Figure 1. M1 wires.
The bar under the picture is 20 um long.
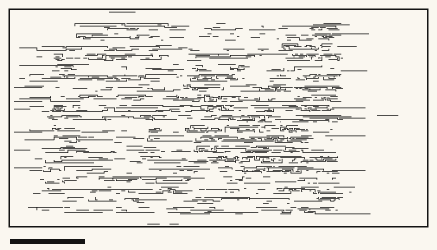
Figure 2. The metal 2 layer.
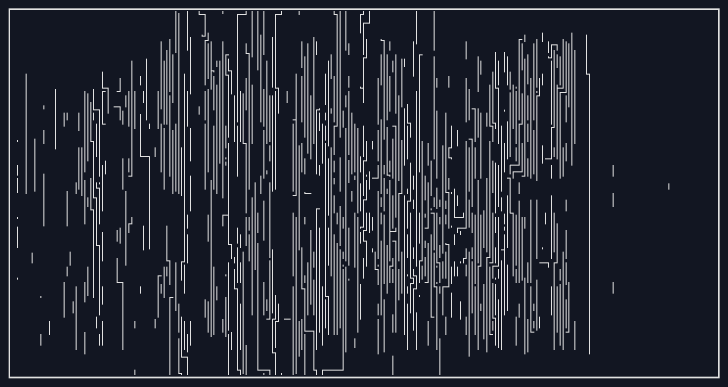
Figure 3. Metal 3.
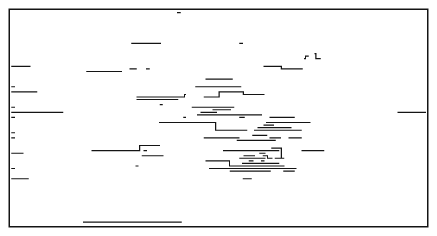
Design mdio_slave_if, sky130hd; sources not shown.
==> out/results.ini <==
[die]
die_x_um = 111
fp.dieH_um = 57.5
die_area_sq_um = 6380
fp_util = 0.573

[setup_path]
crit_family = buffers and inverters
critPathArrivalTime_ps = 1440
r2r_slack_ps = 3480
critPathMaxFanout = 2
reg2reg_depth = 7
cp.depth = 1
cpPeakStageDelay_ps = 590
crit_slowest_cell = clkdlybuf4s50_1
crit_buf_inv = 1

[cells_and_area]
mostFrequentLayoutCells = dfrtp_1 (62), clkdlybuf4s50_1 (44), nand2_1 (27)
syn_to_final_growth_pct = 25.6
diodes = 0

[clocking]
cts_setup_buffers = 0
cts_sinks = 63
cts_tree = yes
cts_buffer_depth = 2

[global_routing]
grt_pass1_wl_mm = 12.2
grt_max_degree = 64
grt_pass1_vias = 2526

[yosys]
synth_warnings = 0
synth.distinct_cells = 52
top_area_cell = dfrtp_1
yosys.area.top_type_share = 0.493
synth-main-ff-cell = dfrtp_1

[final_timing]
fin_tns_setup_ps = 0
fmax_mhz = 334
rsz0062_at_grt = no
slew_headroom = 0.273
post-route-period-util = 0.483
worst_pin_slew_ps = 1090

[power_and_ir_drop]
power_leakage_nw = 1.79
power_density_nw_per_um2 = 252

[routing]
vias_per_cell = 6.01
route.detailed.drc = 0
drtPass1Iterations = 5

[place]
dpl.hpwl_mm = 4.38

[run_status]
status = completed

[job]
warnings = 29
cap_violations = 0

## Picture notes: Figure 1
longest straight run: 26.7 um
share of all routed wire: 40%
wire length on this layer: 2980 um
nets with wire on the layer: 332
main direction: horizontal
met1 GRT Util: 0.279
drt total wl: 7.44 mm
detailed-route via count: 2447

## Picture notes: Figure 2
share of all routed wire: 51%
wire length on this layer: 3820 um
nets with wire on the layer: 323
main direction: vertical
met2 usage: 0.437

## Picture notes: Figure 3
longest straight run: 26.0 um
share of all routed wire: 5.9%
met3 Use GR: 0.0712

==> power by group <==
part / leakage [nW] / internal, mW / switching (mW) / total (mW)
clock: 0.150 / 0.353 / 0.182 / 0.535
combinational: 0.863 / 0.0193 / 0.0195 / 0.0387
sequential: 0.779 / 0.416 / 0.00561 / 0.422
==> cells in the mapped netlist, types with 3 or more instances <==
cell type and n:
nor2_1 12, o21ai_1 21, nand2_1 27, nor4bb_1 4, a2bb2oi_1 3, nand2b_1 4, a22o_1 5, inv_1 12
and3_1 4, a21oi_1 4, o21ai_0 8, dfrtp_1 62, nor4b_1 5, clkbuf_1 10, nor3b_1 3, a21o_1 3
mux2i_1 18, nand3_1 4, nor3_1 4, mux2_4 3, ha_1 8, mux2_2 12, mux2_1 11, nor2b_1 6
==> metal layers <==
| layer | GRT usage | wire length, um |
|---|---|---|
| met5 | 0 | 0 |
| met4 | 0.130 | 199 |
| met1 | 0.279 | 2980 |
| met2 | 0.437 | 3820 |
| met3 | 0.0712 | 439 |
==> area by class of cell <==
class,instances,area [sq um],share of cell area
inverter,12,45.0,0.0114
sequential,63,1580,0.399
tap,73,91.3,0.0231
multi-input combinational,197,1470,0.373
timing repair buffer,46,453,0.115
clock inverter,5,81.3,0.0206
clock buffer,11,233,0.0588
==> cells by family after synthesis <==
logic type,after synthesis,share of synthesized area
buffers and inverters,26,0.0342
AND-OR/OR-AND,58,0.120
flip-flops,63,0.501
multiplexers,44,0.154
adder cells (fa/ha/maj),8,0.0318
AND/OR/NAND/NOR,85,0.153
XOR/XNOR,2,0.00557
==> worst register-to-register path, stage by stage, from the launching register on <==
cell,delay (ps)
dfrtp_1,440
inv_1,90
ha_1,200
nor4b_1,820
a41oi_1,230
o21ai_1,220
a2111o_1,270
mux2_4,330
==> per-stage QoR <==
step	power [mW]	utilization	setup slack, ps
global placement	0.464	0.662	3550
finish	0.995	0.720	3210
detailed placement	0.466	0.662	3550
floorplan	0.442	-	3710
global route	1.02	0.720	3190
CTS	0.998	0.719	3200
Power is estimated from default activity; no workload was simulated.
